Fig. 1: run 1, port wiring
Scale bar: 20 µm.
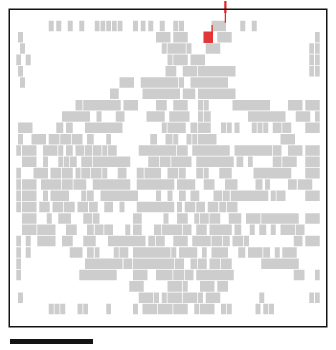
Fig. 2: run 1, cell outlines without signal wires
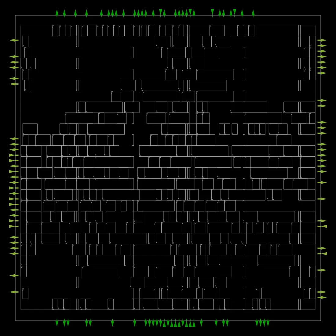
Fig. 3: run 1, sequential cells coloured by netlist name
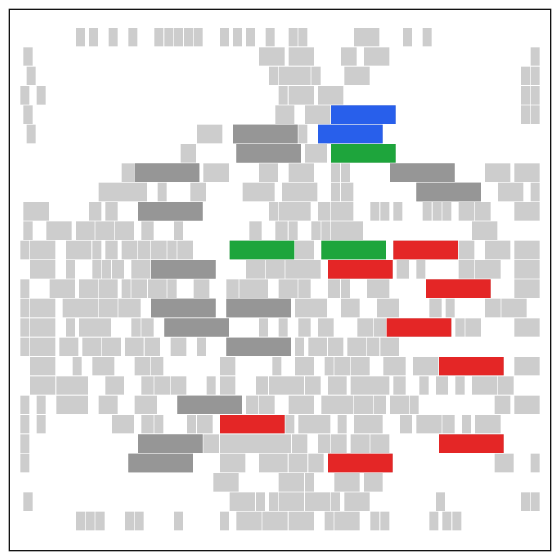
<file path="src/rtl/poly_pkg.sv">
// Shared definitions for the polynomial stream loader: default sizing,
// bank geometry and the loader FSM state encoding.
package poly_pkg;

  localparam int POLY_N     = 8;
  localparam int POLY_K     = 8;
  localparam int POLY_Q     = 17;
  localparam int BANK_DEPTH = POLY_N / 2;
  localparam int BANK_AW    = $clog2(BANK_DEPTH);
  localparam int NUM_BANKS  = 4;

  typedef enum logic [1:0] {
    ST_IDLE = 2'd0,
    ST_LOAD = 2'd1,
    ST_DONE = 2'd2
  } loader_state_t;

endpackage

</file>
<file path="src/rtl/poly_dpbram_if.sv">
// Write-side view of the four banked dual-port BRAMs. Each bank has a shared
// enable/write-enable and independent a/b address and data ports.
interface DPBRAMInterface
  import poly_pkg::*;
#(
  parameter int AW = BANK_AW,
  parameter int DW = POLY_K
);
  logic [NUM_BANKS-1:0]         en;
  logic [NUM_BANKS-1:0]         we;
  logic [NUM_BANKS-1:0][AW-1:0] addr_a;
  logic [NUM_BANKS-1:0][AW-1:0] addr_b;
  logic [NUM_BANKS-1:0][DW-1:0] di_a;
  logic [NUM_BANKS-1:0][DW-1:0] di_b;

  modport loader  (output en, we, addr_a, addr_b, di_a, di_b);
  modport monitor (input  en, we, addr_a, addr_b, di_a, di_b);
endinterface

</file>
<file path="src/rtl/poly_stream_loader_cond_sub.sv">
// Single conditional subtraction into [0,Q). Inputs at or above 2Q are
// outside the contract: they are flagged and still reduced by one Q.
module mod_cond_sub #(
  parameter int K = 8,
  parameter int Q = 17
) (
  input  logic [K-1:0] x,
  output logic [K-1:0] r,
  output logic         overflow
);
  localparam logic [K-1:0] Q_K    = K'(Q);
  localparam logic [K:0]   TWO_Q  = (K+1)'(2 * Q);

  assign r        = (x >= Q_K) ? (x - Q_K) : x;
  assign overflow = ({1'b0, x} >= TWO_Q);
endmodule

</file>
<file path="src/rtl/poly_stream_loader.sv">
// Polynomial stream loader: accepts two coefficients per beat, reduces them
// into [0,Q) and writes even coefficients to bank 0, odd ones to bank 1, at
// address = beat index. One registered stage sits between accept and write.
//
// Handshake: a beat transfers on a rising clk edge where s_valid and s_ready
// are both high; s_ready depends only on loader state, never on s_valid, and
// the source must hold s_data/s_last stable while s_valid is high and the
// beat has not yet transferred.
module poly_stream_loader
  import poly_pkg::*;
#(
  parameter int N = POLY_N,
  parameter int K = POLY_K,
  parameter int Q = POLY_Q
) (
  input  logic                  clk,
  input  logic                  reset_n,
  input  logic                  start,
  input  logic                  s_valid,
  output logic                  s_ready,
  input  logic [2*K-1:0]        s_data,
  input  logic                  s_last,
  DPBRAMInterface.loader        output_brams,
  output logic                  done,
  output logic                  err,
  output loader_state_t         dbg_state
);
  localparam int AW = $clog2(N / 2);
  localparam int CW = AW + 1;
  localparam logic [CW-1:0] LAST_BEAT = CW'(N / 2 - 1);

  localparam logic [1:0] S_IDLE = ST_IDLE;
  localparam logic [1:0] S_LOAD = ST_LOAD;
  localparam logic [1:0] S_DONE = ST_DONE;

  logic [1:0]    state;
  logic [CW-1:0] beat_cnt;
  logic          last_seen;

  logic          stage_valid;
  logic          stage_final;
  logic [AW-1:0] stage_addr;
  logic [K-1:0]  stage_even;
  logic [K-1:0]  stage_odd;

  logic [K-1:0]  r_even;
  logic [K-1:0]  r_odd;
  logic          ovf_even;
  logic          ovf_odd;
  logic          accept;
  logic          at_last_beat;
  logic          final_beat;
  logic          frame_err;

  mod_cond_sub #(.K(K), .Q(Q)) u_reduce_even (
    .x        (s_data[K-1:0]),
    .r        (r_even),
    .overflow (ovf_even)
  );

  mod_cond_sub #(.K(K), .Q(Q)) u_reduce_odd (
    .x        (s_data[2*K-1:K]),
    .r        (r_odd),
    .overflow (ovf_odd)
  );

  // Once the closing beat (early s_last or beat N/2-1) is taken, no more input.
  assign s_ready      = (state == S_LOAD) && !last_seen;
  assign accept       = s_valid && s_ready;
  assign at_last_beat = (beat_cnt == LAST_BEAT);
  assign final_beat   = s_last || at_last_beat;
  // s_last must coincide exactly with the last beat; either mismatch is a framing error.
  assign frame_err    = s_last ^ at_last_beat;
  assign done         = (state == S_DONE);
  assign dbg_state    = loader_state_t'(state);

  // FSM: leave LOAD in the cycle the closing beat's write is on the BRAM ports.
  always_ff @(posedge clk or negedge reset_n) begin
    if (!reset_n) begin
      state <= S_IDLE;
    end else begin
      case (state)
        S_IDLE:  if (start) state <= S_LOAD;
        S_LOAD:  if (stage_valid && stage_final) state <= S_DONE;
        S_DONE:  state <= S_IDLE;
        default: state <= S_IDLE;
      endcase
    end
  end

  // Beat counter, closing-beat flag and sticky error; all cleared by an accepted start.
  always_ff @(posedge clk or negedge reset_n) begin
    if (!reset_n) begin
      beat_cnt  <= '0;
      last_seen <= 1'b0;
      err       <= 1'b0;
    end else if (state == S_IDLE && start) begin
      beat_cnt  <= '0;
      last_seen <= 1'b0;
      err       <= 1'b0;
    end else if (accept) begin
      beat_cnt <= beat_cnt + 1'b1;
      if (final_beat) last_seen <= 1'b1;
      if (frame_err || ovf_even || ovf_odd) err <= 1'b1;
    end
  end

  // Stage register: reduced pair plus its destination address and closing flag.
  always_ff @(posedge clk or negedge reset_n) begin
    if (!reset_n) begin
      stage_valid <= 1'b0;
      stage_final <= 1'b0;
      stage_addr  <= '0;
      stage_even  <= '0;
      stage_odd   <= '0;
    end else begin
      stage_valid <= accept;
      if (accept) begin
        stage_final <= final_beat;
        stage_addr  <= beat_cnt[AW-1:0];
        stage_even  <= r_even;
        stage_odd   <= r_odd;
      end
    end
  end

  // BRAM drive: only port a of banks 0 and 1 is ever used; everything else stays at zero.
  always_comb begin
    output_brams.en     = '0;
    output_brams.we     = '0;
    output_brams.addr_a = '0;
    output_brams.addr_b = '0;
    output_brams.di_a   = '0;
    output_brams.di_b   = '0;
    if (stage_valid) begin
      output_brams.en[0]     = 1'b1;
      output_brams.we[0]     = 1'b1;
      output_brams.addr_a[0] = stage_addr;
      output_brams.di_a[0]   = stage_even;
      output_brams.en[1]     = 1'b1;
      output_brams.we[1]     = 1'b1;
      output_brams.addr_a[1] = stage_addr;
      output_brams.di_a[1]   = stage_odd;
    end
  end

endmodule
</file>
<file path="src/flat_wrapper.sv">
// flat-port wrapper written by rule: the top's interface ports become plain ports
module poly_stream_loader_flat import poly_pkg::*;
#(
  parameter int N = POLY_N,
  parameter int K = POLY_K,
  parameter int Q = POLY_Q
)
  (clk, reset_n, start, s_valid, s_ready, s_data, s_last, done, err, dbg_state, output_brams_en, output_brams_we, output_brams_addr_a, output_brams_addr_b, output_brams_di_a, output_brams_di_b);
  DPBRAMInterface output_brams_i ();
  input  logic clk;
  input  logic reset_n;
  input  logic start;
  input  logic s_valid;
  output logic s_ready;
  input  logic [2*K-1:0] s_data;
  input  logic s_last;
  output logic done;
  output logic err;
  output loader_state_t dbg_state;
  output wire logic [$bits(output_brams_i.en)-1:0] output_brams_en;
  output wire logic [$bits(output_brams_i.we)-1:0] output_brams_we;
  output wire logic [$bits(output_brams_i.addr_a)-1:0] output_brams_addr_a;
  output wire logic [$bits(output_brams_i.addr_b)-1:0] output_brams_addr_b;
  output wire logic [$bits(output_brams_i.di_a)-1:0] output_brams_di_a;
  output wire logic [$bits(output_brams_i.di_b)-1:0] output_brams_di_b;
  assign output_brams_en = output_brams_i.en;
  assign output_brams_we = output_brams_i.we;
  assign output_brams_addr_a = output_brams_i.addr_a;
  assign output_brams_addr_b = output_brams_i.addr_b;
  assign output_brams_di_a = output_brams_i.di_a;
  assign output_brams_di_b = output_brams_i.di_b;
  poly_stream_loader #(.N(N), .K(K), .Q(Q)) u_core (.clk(clk), .reset_n(reset_n), .start(start), .s_valid(s_valid), .s_ready(s_ready), .s_data(s_data), .s_last(s_last), .output_brams(output_brams_i), .done(done), .err(err), .dbg_state(dbg_state));
endmodule
</file>
<file path="config.mk">
export PLATFORM = sky130hd
export DESIGN_NAME = poly_stream_loader_flat
export DESIGN_NICKNAME = d
export VERILOG_FILES = /design/src/rtl/poly_pkg.sv /design/src/rtl/poly_dpbram_if.sv /design/src/rtl/poly_stream_loader_cond_sub.sv /design/src/rtl/poly_stream_loader.sv /design/src/flat_wrapper.sv
export SDC_FILE = /design/constraint.sdc
export NUM_CORES = 1
export LEC_CHECK = 0
export CAP_MARGIN = 20
export CORE_UTILIZATION = 40
export CTS_CLUSTER_DIAMETER = 40
export DETAILED_ROUTE_END_ITERATION = 7
export PLACE_DENSITY = 0.88
export SYNTH_ARGS = -nofsm -noshare
export SYNTH_HDL_FRONTEND = slang
export SYNTH_SLANG_ARGS = --single-unit
</file>
<file path="constraint.sdc">
create_clock -name clk -period 2.15 [get_ports clk]
set_input_delay 0.3225 -clock clk [delete_from_list [all_inputs] [get_ports clk]]
set_output_delay 0.3225 -clock clk [all_outputs]
set_load 0.005 [all_outputs]
</file>
==> results.py, run 1 <==
# Synthesis and PnR figures
metrics = {
    "hold_path": {
        "holdCritPathClass": "primary input to asynchronous set/reset pin",
    },
    "die": {
        "row_count": 26,
        "floorplan.core_util": 0.4224,
        "io_pins": 114,
        "floorplan.die.height_um": 75.90,
        "core_area_um2": 5172,
        "floorplan.die.width_um": 75.90,
        "design.die.area_um2": 5761,
    },
    "yosys": {
        "edf_count": 0,
        "ys_seq_elements": 27,
        "synth.cell_area_um2": 2185,
        "synth.logic.top_family": "buffers and inverters",
        "yosys.stat.seqShare": 0.3093,
        "synth-cells-yosys": 259,
        "async_flop_share": 1.000,
        "synth-compound-area-share": 0.1186,
        "synth-main-ff-cell": "sky130_fd_sc_hd__dfrtp_1",
        "post_synth_fa_ha_maj_area_fraction": 0.05155,
        "synth_area_per_cell_um2": 8.435,
        "ys_warn_count": 0,
        "synth_area_in_xor_xnor": 0.01604,
    },
    "critical_path": {
        "timing.reg2reg.worst_path_depth": 7,
        "critPathLaunchType": "primary input",
        "path_cells": "clkdlybuf4s50_1 > inv_1 > ha_1 > buf_4 > nor4b_2 > o21a_1 > or3_1 > a31oi_1",
        "path_delay_family": "buffers and inverters",
        "cpMaxStageDelayCell": "sky130_fd_sc_hd__clkdlybuf4s50_1",
        "crit_buf_inv": 3,
        "classification_of_the_worst_setup_path": "primary input to register",
        "critical_path.endpoint_type": "register",
        "worst-r2r-setup-slack_ps": 210,
        "critPathRequiredTime_ps": 2340,
        "rr_endpoint": "u_core.err",
        "startpoint": "s_data[1]",
        "worst_ep_arrival_time_ps": 2210,
        "crit_path_end": "u_core.stage_even[3]",
        "crit_path_max_incr_delay_ps": 510,
        "regToRegStartpoint": "u_core.beat_cnt[0]",
    },
    "run_status": {
        "run_status": "complete, no violations",
    },
    "run": {
        "warning_count": 30,
        "max_cap_viol_count": 0,
    },
    "place": {
        "portBuffers": 49,
        "place.gp.congestion": 0.8886,
        "dpl_worst_slack_ps": -261.1,
        "hpwlAfterDp_mm": 3.380,
    },
    "clocking": {
        "clockRootBuffer": "sky130_fd_sc_hd__clkbuf_8",
        "post_cts.repair.setup_buffers": 0,
        "clkSinkCount": 27,
        "h_tree_depth_reported_by_cts": 1,
        "clock_pin_slew_worst_setup_and_hold_paths_ps": 90,
        "cts_made_buffers": 3,
        "insertion_delay_ps": 270,
        "clock_tree.buffer_depth": 2,
    },
    "pwr": {
        "power.density_cell_area_nw_per_um2": 805.2,
        "leakagePower_uw": 0.001251,
        "max-vdd-ir-drop_v": 0.0003438,
    },
    "global_routing": {
        "busiest_layer": "met2",
        "grt_antenna_before_repair": 0,
        "largest_net_degree_at_the_start_of_global_routing": 28,
        "grt_pass1_wl_mm": 6.920,
        "grt.met3_usage": 0.02048,
        "grt.total_usage": 0.1476,
        "globalRouteMet2Util": 0.2627,
        "grt_pass1_vias": 1594,
        "grt_remaining_overflow": 0,
    },
    "route": {
        "dr_wl_met3_um": 250,
        "mean_number_of_vias_per_cell": 4.565,
        "detailroute.wirelength.met2_mm": 2.140,
        "wirelength_mm": 4.312,
        "drcViolationCount": 0,
        "detail-route-antenna-nets": 0,
        "top_signal_layer_used": "met4",
        "drt_pass1_iterations": 4,
        "first_iter_violations": 83,
        "wl_per_cell_um": 11.03,
        "via_count": 1785,
    },
    "timing": {
        "worst_clock_skew_ps": 5.007,
        "finalHoldViolations": 0,
        "setup_repair_after_global_routing_missed_its_margin": "false",
        "report.final.slew_viol_count": 0,
        "fmaxAchievable_ghz": 0.4943,
        "timing.setup.tns_ps": 0,
    },
    "finish": {
        "most-common-layout-cells": "sky130_fd_sc_hd__conb_1 (64), sky130_fd_sc_hd__clkdlybuf4s50_1 (49), sky130_fd_sc_hd__dfrtp_1 (27), sky130_fd_sc_hd__nand2_1 (26), sky130_fd_sc_hd__buf_4 (24)",
        "antenna-diode-count": 0,
        "num-nets-final": 352,
    },
}
Back to the opening pictures, Fig. 1:
Key: red = `done` [bits 1, direction output, edge top, end cells 1, buffers 1, wire 4.80 µm]

Back to the opening pictures, Fig. 2:
Tapcell Cnt: 70
share of the final layout cell area in sequential cells: 0.2507
Flop Count: 27

Back to the opening pictures, Fig. 3:
Key: green = `u_core.beat_cnt` [sequential cells 3]; blue = `u_core.dbg_state` [sequential cells 2]; red = `u_core.stage_even` [sequential cells 8]
Another 14 sequential cells are not coloured.

[run 1: state kept, by name (all words and copies together), names as in the netlist]
register and count:
u_core.stage_final 1, u_core.stage_even 8, u_core.stage_odd 8, u_core.beat_cnt 3, u_core.dbg_state 2, u_core.stage_addr 2, u_core.err 1, u_core.last_seen 1
u_core.stage_valid 1
[run 1: logic make-up after synthesis]
logic type               count (synthesis)
flip-flops                              27
other                                    1
AND/OR/NAND/NOR                         90
AND-OR/OR-AND                           38
adder cells (fa/ha/maj)                  9
multiplexers                             2
XOR/XNOR                                 4
buffers and inverters                   88
[run 1: metrics by stage]
stage,utilization,std cells,cell area (µm²),total power (µW),hold slack (ps)
floorplan,-,322,2421,1488,26.91
global placement,0.5068,387,2621,1861,453.5
detailed placement,0.5068,387,2621,1894,456.4
CTS,0.5167,391,2673,2182,427.0
global route,0.5210,391,2695,2347,459.4
finish,0.5210,391,2695,2170,411.1
[run 1: worst register-to-register path, delay by kind of cell, from the launching register on]
| family | cells | cell delay [ps] |
|---|---|---|
| AOI/OAI and AO/OA | 2 | 310 |
| adders and majority gates | 3 | 620 |
| buffers and inverters | 1 | 50 |
| DFF | 1 | 420 |
| and+or+nand+nor | 1 | 440 |
[run 1: layout make-up]
type	instances	area (µm²)
Clock buffer	4	45.04
Multi-Input combinational cell	207	1179
Timing Repair Buffer	73	670.6
Inverter	10	37.54
Fill cell	502	2477
Sequential cell	27	675.6
Tap cell	70	87.58
[run 1: cells in the mapped netlist, types with 2 or more instances]
| library cell | number | area share |
|---|---|---|
| sky130_fd_sc_hd__o21ai_0 | 11 | 0.025 |
| sky130_fd_sc_hd__o41ai_1 | 2 | 0.0080 |
| sky130_fd_sc_hd__a21oi_1 | 7 | 0.016 |
| sky130_fd_sc_hd__inv_1 | 9 | 0.015 |
| sky130_fd_sc_hd__nand2_1 | 26 | 0.045 |
| sky130_fd_sc_hd__clkbuf_1 | 5 | 0.0086 |
| sky130_fd_sc_hd__buf_4 | 70 | 0.24 |
| sky130_fd_sc_hd__ha_1 | 9 | 0.052 |
| sky130_fd_sc_hd__xnor2_1 | 4 | 0.016 |
| sky130_fd_sc_hd__o21a_1 | 3 | 0.010 |
| sky130_fd_sc_hd__a31oi_1 | 5 | 0.014 |
| sky130_fd_sc_hd__or4_1 | 3 | 0.010 |
| sky130_fd_sc_hd__or3_1 | 7 | 0.020 |
| sky130_fd_sc_hd__mux2i_1 | 2 | 0.0092 |
| sky130_fd_sc_hd__a21o_1 | 2 | 0.0069 |
| sky130_fd_sc_hd__nand3_1 | 7 | 0.016 |
| sky130_fd_sc_hd__nor3_1 | 6 | 0.014 |
| sky130_fd_sc_hd__and2_1 | 18 | 0.052 |
| sky130_fd_sc_hd__dfrtp_1 | 27 | 0.31 |
| sky130_fd_sc_hd__buf_2 | 2 | 0.0046 |
| sky130_fd_sc_hd__nor3b_1 | 2 | 0.0069 |
| sky130_fd_sc_hd__nor2_1 | 12 | 0.021 |
[run 1: report_power, final]
group	internal [µW]	switching (µW)
Clock	133	157
Sequential	734	126
Combinational	556	464
[run 1: repair_timing]
item,in CTS,in global routing
hold buffers,0,0
setup endpoints to repair,1,3
pin swaps,0,1
gates resized,2,4
Fig. 4: run 1, routed metal, one colour a layer
Only two layers are drawn.
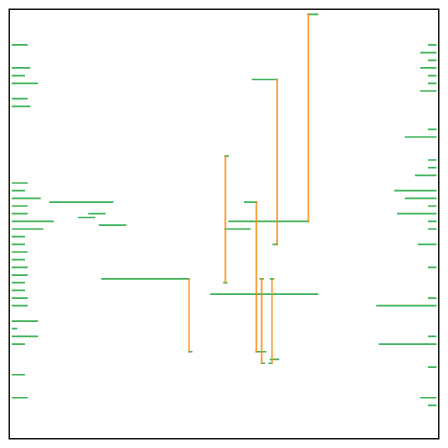

==> run 2, diff against run 1 <==
--- a/config.mk
+++ b/config.mk
@@ -6,10 +6,12 @@
 export NUM_CORES = 1
 export LEC_CHECK = 0
 export CAP_MARGIN = 20
+export CORE_MARGIN = 3
 export CORE_UTILIZATION = 40
 export CTS_CLUSTER_DIAMETER = 40
 export DETAILED_ROUTE_END_ITERATION = 7
-export PLACE_DENSITY = 0.88
+export GPL_TIMING_DRIVEN = 0
+export PLACE_DENSITY_LB_ADDON = 0.05
 export SYNTH_ARGS = -nofsm -noshare
 export SYNTH_HDL_FRONTEND = slang
 export SYNTH_SLANG_ARGS = --single-unit
Fig. 5: run 2, routed metal, one colour a layer
Only two layers are drawn.
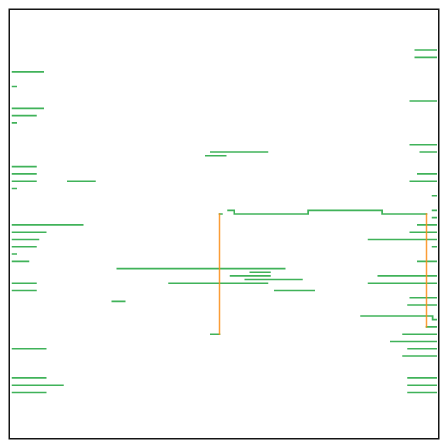
Key: orange = M4 [wire length 43.5 µm]; green = M3 [wire length 389 µm]

==> results.py, run 2 <==
# Synthesis and PnR figures
metrics = {
    "run_status": {
        "run_status": "complete, no violations",
    },
    "timing": {
        "worst_clock_skew_ps": 3.452,
        "report.final.slew_viol_count": 0,
        "finalHoldViolations": 0,
        "min_period_ps": 2104,
        "holdWs_ps": 431.6,
        "fmaxAchievable_ghz": 0.4752,
        "setup_repair_after_global_routing_missed_its_margin": "true",
    },
    "critical_path": {
        "path_cells": "clkdlybuf4s50_1 > inv_1 > ha_1 > or4_1 > o21a_1 > a2111oi_2 > o21ai_1",
        "crit_path_max_incr_delay_ps": 520,
        "rr_endpoint": "u_core.err",
        "regToRegStartpoint": "u_core.beat_cnt[1]",
        "classification_of_the_worst_setup_path": "primary input to register",
        "critical_path.endpoint_type": "register",
        "critPathLaunchType": "primary input",
        "worst_ep_arrival_time_ps": 2260,
        "worst-r2r-setup-slack_ps": 110,
        "timing.reg2reg.worst_path_depth": 7,
    },
    "clocking": {
        "cts_hold_repair.buffers": 0,
        "clock_tree.buffer_depth": 2,
        "insertion_delay_ps": 270,
        "cts_made_buffers": 3,
        "clock_pin_slew_worst_setup_and_hold_paths_ps": 100,
        "clockRootBuffer": "sky130_fd_sc_hd__clkbuf_8",
        "clkSinkCount": 27,
    },
    "global_routing": {
        "grt_antenna_before_repair": 0,
        "largest_net_degree_at_the_start_of_global_routing": 18,
        "grt_remaining_overflow": 0,
        "grt.total_usage": 0.1482,
        "grt_pass1_vias": 1597,
    },
    "pwr": {
        "leakagePower_uw": 0.001568,
        "power.density_cell_area_nw_per_um2": 744.0,
        "total_power_uw": 2293,
        "max-vdd-ir-drop_v": 0.0004152,
    },
    "finish": {
        "antenna-diode-count": 0,
        "num-nets-final": 407,
        "largest_registers": "u_core.stage_even: 8 flops, u_core.stage_odd: 8 flops, u_core.beat_cnt: 3 flops",
        "layout_top_cell_excl_fill_tap": "sky130_fd_sc_hd__buf_4",
        "final-instance-count-excl-fill": 446,
        "most-common-layout-cells": "sky130_fd_sc_hd__buf_4 (72), sky130_fd_sc_hd__conb_1 (64), sky130_fd_sc_hd__clkdlybuf4s50_1 (45), sky130_fd_sc_hd__dfrtp_1 (27), sky130_fd_sc_hd__nand2_1 (26)",
        "final_area_um2": 3082,
        "fill_cells": 501,
        "utilization_of_the_core_after_routing": 0.5921,
    },
    "die": {
        "floorplan.die.width_um": 79.90,
        "core_area_um2": 5205,
        "design.die.area_um2": 6384,
        "floorplan.die.height_um": 79.90,
        "floorplan.core_util": 0.4197,
    },
    "yosys": {
        "ys_top_cells_by_area": "sky130_fd_sc_hd__dfrtp_1 (31%), sky130_fd_sc_hd__buf_4 (24%), sky130_fd_sc_hd__and2_1 (5.2%), sky130_fd_sc_hd__ha_1 (5.2%), sky130_fd_sc_hd__nand2_1 (4.5%)",
        "synth-main-ff-cell": "sky130_fd_sc_hd__dfrtp_1",
        "edf_count": 0,
        "synth_area_per_cell_um2": 8.435,
        "synth-cells-yosys": 259,
        "synth.largest_area_cell": "sky130_fd_sc_hd__dfrtp_1",
        "yosys.stat.seqShare": 0.3093,
        "most_common_cell": "sky130_fd_sc_hd__buf_4",
        "synth.cell_area_um2": 2185,
        "ys_warn_count": 0,
        "async_flop_share": 1.000,
        "post-synth-top-area-fraction": 0.3093,
    },
    "hold_path": {
        "holdCritPathClass": "primary input to asynchronous set/reset pin",
    },
    "route": {
        "drt_pass1_iterations": 4,
        "via_count": 1874,
        "wirelength_mm": 4.852,
        "detail-route-antenna-nets": 0,
        "first_iter_violations": 105,
    },
    "place": {
        "hpwlAfterDp_mm": 3.909,
        "placed_cell_area_um2": 3007,
        "place.gp.congestion": 0.8918,
    },
    "run": {
        "max_cap_viol_count": 0,
        "warning_count": 31,
    },
}
Fig. 6: run 2, port wiring
Scale bar: 20 µm.
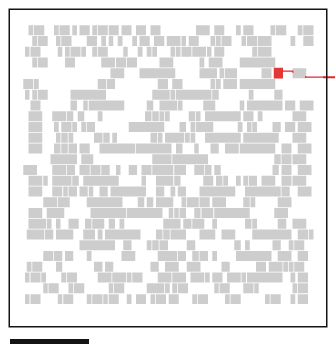
IO Pins: 114
count of port buffers added during placement: 47

## run 2: cell counts after synthesis
Identical to the previous run, type by type.
## run 2: cell type report
cell class                 count  area (µm²)  area share
buffer                        78       560.5      0.1819
clock buffer                   3       41.29     0.01340
inverter                      10       37.54     0.01218
timing repair buffer          50       518.0      0.1681
multi-input combinational    207        1156      0.3752
tap                           70       87.58     0.02842
sequential                    27       675.6      0.2192
clock inverter                 1       5.005    0.001624
## run 2: cells by family after synthesis
family / after synthesis / synth area share
AOI/OAI and AO/OA: 38 / 0.1186
xor gates and xnor gates: 4 / 0.01604
adders and majority gates: 9 / 0.05155
buffers and inverters: 88 / 0.2726
DFF: 27 / 0.3093
muxes: 2 / 0.009164
other: 1 / 0.001717
and+or+nand+nor: 90 / 0.2211
## run 2: worst max path at each step
stage / start / slack [ps] / cells after the start / endpoint
3_5_place_dp: s_data[8] / -340 / 7 / u_core.err
2_1_floorplan: u_core.beat_cnt[0] / 220 / 7 / u_core.err
5_1_grt: s_data[8] / -20 / 7 / u_core.err
4_1_cts: s_data[8] / 30 / 7 / u_core.err
3_3_place_gp: s_data[8] / -320 / 7 / u_core.err
6_report: s_data[8] / 50 / 7 / u_core.err
## run 2: per-layer routing
metal / vias up / global-route usage / share of wire
li1: 974 / - / -
met1: 822 / 0.1986 / 0.42
met2: 74 / 0.2450 / 0.50
met3: 4 / 0.02483 / 0.080
met4: 0 / 0.04054 / 0.0089
met5: - / 0 / 0
## run 2: repair_timing
action / CTS / global route
endpoints found under the setup margin: 3 / 6
buffers inserted: 0 / 2
pin swaps: 0 / 2
resized: 3 / 6
## run 2: critical path, delay by kind of cell
family | cells | cell delay (ps)
AOI/OAI and AO/OA | 3 | 590
adders and majority gates | 1 | 190
buffers and inverters | 2 | 620
and+or+nand+nor | 1 | 520
## run 2: power breakdown
group,total (µW),leakage (µW),switching (µW),internal [µW]
clock network,294,0.0000255,164,130
registers,864,0.000326,129,735
logic,1140,0.00122,497,638
total,2290,0.00157,790,1500
## run 2: stage by stage
| step | TNS, ps | setup WS [ps] |
|---|---|---|
| after floorplan | 0 | 216.4 |
| after global placement | -1349 | -317.2 |
| after detailed placement | -1879 | -342.7 |
| after CTS | 0 | 34.05 |
| after global routing | -24.27 | -24.27 |
| final | 0 | 45.59 |
Power and IR drop assume default switching activity.
